[src/rtl/trash_seq.sv]
// trash_seq: instruction sequencer for the 8-word trash CPU.
// Holds program store, PC, 4x8 register file and 16x8 data memory.
module trash_seq #(
    parameter int PROG_AW = 3,
    parameter int DATA_AW = 4
) (
    input  logic               clk,
    input  logic               reset,
    input  logic               prog_valid,
    input  logic [14:0]        prog_data,
    input  logic               run,
    input  logic               stop,
    output logic               busy,
    output logic [PROG_AW-1:0] pc,
    output logic               alu_start,
    output logic [3:0]         alu_op,
    output logic [3:0]         alu_a,
    output logic [3:0]         alu_b,
    input  logic               alu_done,
    input  logic [7:0]         alu_res,
    output logic               out_valid,
    output logic [7:0]         out_data
);

    localparam int PD = 1 << PROG_AW;
    localparam int DD = 1 << DATA_AW;
    localparam logic [PROG_AW-1:0] PC_ONE = 1;

    localparam logic [2:0] OP_NOOP   = 3'd0;
    localparam logic [2:0] OP_STORE  = 3'd1;
    localparam logic [2:0] OP_CALC   = 3'd2;
    localparam logic [2:0] OP_MSTORE = 3'd3;
    localparam logic [2:0] OP_MLOAD  = 3'd4;
    localparam logic [2:0] OP_JUMP   = 3'd5;
    localparam logic [2:0] OP_JUMPIF = 3'd6;
    localparam logic [2:0] OP_OUT    = 3'd7;

    typedef enum logic [1:0] {
        S_IDLE,
        S_FETCH,
        S_EXEC,
        S_WAIT
    } state_t;

    state_t             state_q, state_d;
    logic [PROG_AW-1:0] pc_q, pc_d;
    logic [PROG_AW-1:0] ld_ptr_q, ld_ptr_d;
    logic [14:0]        ir_q, ir_d;
    logic               stop_q, stop_d;
    logic [7:0]         rf_q [4];
    logic [7:0]         rf_d [4];
    logic [7:0]         mem_q [DD];
    logic [7:0]         mem_d [DD];
    logic [14:0]        prog_q [PD];
    logic               prog_we;

    logic               alu_start_q, alu_start_d;
    logic [3:0]         alu_op_q, alu_op_d;
    logic [3:0]         alu_a_q, alu_a_d;
    logic [3:0]         alu_b_q, alu_b_d;
    logic               out_valid_q, out_valid_d;
    logic [7:0]         out_data_q, out_data_d;

    logic [2:0]         f_op;
    logic [3:0]         f_a;
    logic [7:0]         f_d;
    logic [1:0]         f_s;
    logic [1:0]         f_t;
    logic [PROG_AW-1:0] pc_inc;

    assign f_op   = ir_q[2:0];
    assign f_a    = ir_q[6:3];
    assign f_d    = ir_q[14:7];
    assign f_s    = f_d[5:4];
    assign f_t    = f_d[1:0];
    assign pc_inc = pc_q + PC_ONE;

    always_comb begin
        state_d     = state_q;
        pc_d        = pc_q;
        ld_ptr_d    = ld_ptr_q;
        ir_d        = ir_q;
        stop_d      = stop_q;
        rf_d        = rf_q;
        mem_d       = mem_q;
        prog_we     = 1'b0;
        alu_start_d = 1'b0;
        alu_op_d    = alu_op_q;
        alu_a_d     = alu_a_q;
        alu_b_d     = alu_b_q;
        out_valid_d = 1'b0;
        out_data_d  = out_data_q;

        unique case (state_q)
            S_IDLE: begin
                // a load in the same cycle as run wins; run is dropped
                if (prog_valid) begin
                    prog_we  = 1'b1;
                    ld_ptr_d = ld_ptr_q + PC_ONE;
                end else if (run) begin
                    pc_d     = '0;
                    ld_ptr_d = '0;
                    state_d  = S_FETCH;
                end
            end

            S_FETCH: begin
                ir_d    = prog_q[pc_q];
                state_d = stop ? S_IDLE : S_EXEC;
            end

            S_EXEC: begin
                state_d = stop ? S_IDLE : S_FETCH;
                pc_d    = pc_inc;
                unique case (f_op)
                    OP_NOOP: ;
                    OP_STORE: rf_d[f_a[1:0]] = f_d;
                    OP_CALC: begin
                        // a stopped CALC never issues its ALU request
                        pc_d = pc_q;
                        if (!stop) begin
                            alu_start_d = 1'b1;
                            alu_op_d    = f_a;
                            alu_a_d     = rf_q[f_s][7:4];
                            alu_b_d     = rf_q[f_s][3:0];
                            state_d     = S_WAIT;
                        end
                    end
                    OP_MSTORE: mem_d[f_a[DATA_AW-1:0]] = f_d;
                    OP_MLOAD: rf_d[f_s] = mem_q[f_a[DATA_AW-1:0]];
                    OP_JUMP: pc_d = f_a[PROG_AW-1:0];
                    OP_JUMPIF: begin
                        if (rf_q[f_s] == rf_q[f_t]) begin
                            pc_d = f_a[PROG_AW-1:0];
                        end
                    end
                    OP_OUT: begin
                        out_valid_d = 1'b1;
                        out_data_d  = rf_q[f_a[1:0]];
                    end
                endcase
            end

            S_WAIT: begin
                if (stop) begin
                    stop_d = 1'b1;
                end
                if (alu_done) begin
                    rf_d[f_t] = alu_res;
                    pc_d      = pc_inc;
                    stop_d    = 1'b0;
                    state_d   = (stop_q || stop) ? S_IDLE : S_FETCH;
                end
            end

            default: state_d = S_IDLE;
        endcase
    end

    always_ff @(posedge clk or posedge reset) begin
        if (reset) begin
            state_q     <= S_IDLE;
            pc_q        <= '0;
            ld_ptr_q    <= '0;
            ir_q        <= '0;
            stop_q      <= 1'b0;
            alu_start_q <= 1'b0;
            alu_op_q    <= '0;
            alu_a_q     <= '0;
            alu_b_q     <= '0;
            out_valid_q <= 1'b0;
            out_data_q  <= '0;
            for (int i = 0; i < 4; i++) begin
                rf_q[i] <= '0;
            end
            for (int i = 0; i < DD; i++) begin
                mem_q[i] <= '0;
            end
        end else begin
            state_q     <= state_d;
            pc_q        <= pc_d;
            ld_ptr_q    <= ld_ptr_d;
            ir_q        <= ir_d;
            stop_q      <= stop_d;
            alu_start_q <= alu_start_d;
            alu_op_q    <= alu_op_d;
            alu_a_q     <= alu_a_d;
            alu_b_q     <= alu_b_d;
            out_valid_q <= out_valid_d;
            out_data_q  <= out_data_d;
            rf_q        <= rf_d;
            mem_q       <= mem_d;
        end
    end

    // program store has no reset; contents are undefined until loaded
    always_ff @(posedge clk) begin
        if (prog_we) begin
            prog_q[ld_ptr_q] <= prog_data;
        end
    end

    assign busy      = (state_q != S_IDLE);
    assign pc        = pc_q;
    assign alu_start = alu_start_q;
    assign alu_op    = alu_op_q;
    assign alu_a     = alu_a_q;
    assign alu_b     = alu_b_q;
    assign out_valid = out_valid_q;
    assign out_data  = out_data_q;

endmodule

[config.mk]
export PLATFORM = sky130hd
export DESIGN_NAME = trash_seq
export DESIGN_NICKNAME = d
export VERILOG_FILES = /design/src/rtl/trash_seq.sv
export SDC_FILE = /design/constraint.sdc
export NUM_CORES = 1
export LEC_CHECK = 0
export ABC_AREA = 0
export ABC_CLOCK_PERIOD_IN_PS = 9090
export CAP_MARGIN = 20
export CORE_MARGIN = 10
export CORE_UTILIZATION = 61
export DETAILED_ROUTE_END_ITERATION = 12
export PLACE_DENSITY = 0.82
export SLEW_MARGIN = 30
export SYNTH_ARGS = -nofsm -noshare
export SYNTH_HDL_FRONTEND = slang
export SYNTH_SLANG_ARGS = --single-unit
[constraint.sdc]
create_clock -name clk -period 9.09 [get_ports clk]
set_input_delay 2.2725 -clock clk [delete_from_list [all_inputs] [get_ports clk]]
set_output_delay 2.2725 -clock clk [all_outputs]
set_load 0.02 [all_outputs]
clock_map.png
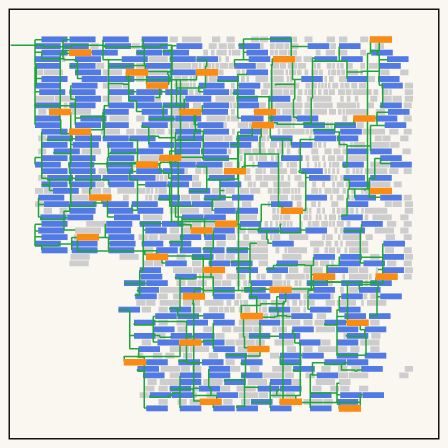
- orange: cells driving clock nets (count 35)
- blue: flip-flops (count 326)
- green: clock wires (length 3640 um)
- flops lie: all over the die

pins.png
Pins as bars across the die edge, other pins in gray.
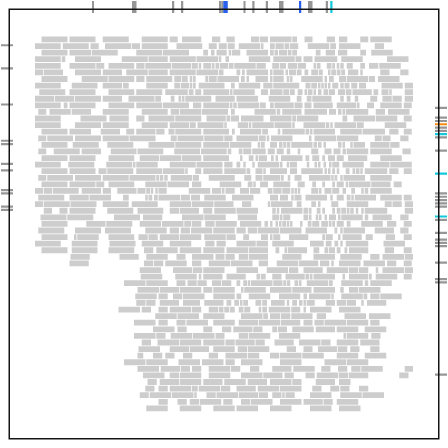
- blue: pc (pins 3; direction output; edge top)
- orange: alu_start (pins 1; direction output; edge right)
- cyan: alu_b (pins 4; direction output; edge 3 right, 1 top)
- all pins by edge: 25 right, 19 top, 11 left

metal_stack.png
Two of the layers only.
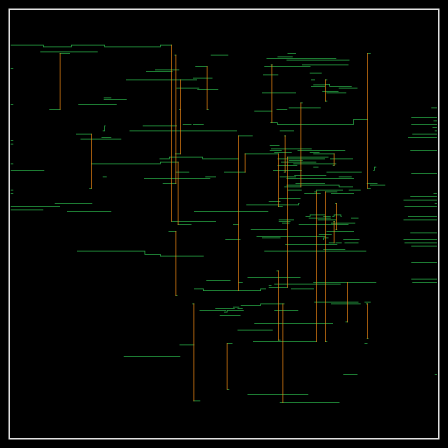
- orange: met4 (wire length 864 um)
- green: met3 (wire length 2130 um)

cell_classes.png
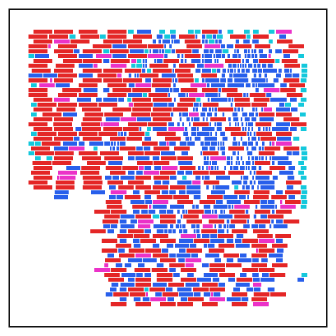
- magenta: clock drivers and dummy loads (cells 63; share of their area 6.9%)
- blue: all other logic (cells 602; share of their area 36%)
- cyan: other buffers and delay cells (cells 73; share of their area 4.2%)
- red: flip-flops (cells 326; share of their area 53%)
Core Area: 24200 sq um
Seq/total area: 51.7%

==> impl_metrics.ini <==
; generated from flow reports
[die]
io_pins = 55
die-width_um = 177
die_y_um = 177
die-area_sq_um = 31200
rows = 57

[worst_setup_path]
rrSetupSlack_ns = 5.68
crit-reg2reg-launch = ir_q[3]
path_cells = inv_1, ha_1, inv_1, clkdlybuf4s50_1
max_stage_delay_ns = 0.56
endpoint = busy
rr_worst_depth = 5
crit_path_frequent_cell = inv_1
cp.depth = 4
cp_slowest_cell = clkdlybuf4s50_1
cp-end-kind = output port

[grt]
grt.total_usage_pct = 21.4
met3_usage_pct = 3.46
antenna_found_initial = 0
grt_util_met1_pct = 30.1
grt_pass1_wl_mm = 52.7

[place]
port_buffers = 54
gp_congestion = 0.925
hpwl_mm = 20.8
dpl_cell_area_sq_um = 15800

[logic_synthesis]
yosysTopAreaCellShare_pct = 34.4
synth-edff-count = 120
adder_share_pct = 0.501
synth_cell_types = 58
syn_area_per_cell_sq_um = 15.0
ys.flops = 326
ys_area_sq_um = 15000
fp_nets = 1032
synth.mux.area_fraction_pct = 25.7
ys_seq_share_pct = 58.5
logic_family = multiplexers

[clock_network]
clock_sinks = 326
h-tree-depth = 2
clock.latency.late_pin_ns = 0.53
cts_tree = built
cts-root-buf = clkbuf_16

[power_and_ir_drop]
p_int_mw = 3.54
powerSeq_mw = 2.21
finalPower_mw = 5.46
switching_share_pct = 35.0
pg_comb_mw = 1.85
p_comb_share_pct = 33.9
seq_power_share_pct = 40.5

[layout]
lay_top_count = dfrtp_1
sh_comb_area_pct = 34.9
stdcell_count = 1388
nets = 1073
clkCellAreaFrac_pct = 6.75
buffer_area_share_pct = 4.05
signal_buffers = 73
logic_area_sq_um = 5920
seq_cell_count = 326
final_area_sq_um = 17000
biggestRegsByFlops = mem_q: 128 flops, prog_q: 120 flops, rf_q: 32 flops
final_cell_mix = 203 x dfrtp_1, 120 x edfxtp_1, 106 x mux2_1
drive_gt1_share_pct = 21.5

[worst_hold_path]
hp-start = mem_q[42]
hold_depth = 1
hold_end = mem_q[42]

[route]
top_layer_used = met4
route.final.wire_length_mm = 33.0
dr_wl_met3_mm = 2.13
dr.pass1.iters = 5
wl_per_cell_um = 23.7
ant_nets = 0
drc = 0
dr_wl_met2_mm = 16.0

[timing]
worstMarginPinSlew_ns = 0.909
period_needed_ns = 4.34
whs_ns = 0.479
maxSlewHeadroom_pct = 38.9

[run_status]
outcome = finished clean

[flow_run]
log.warning_count = 31
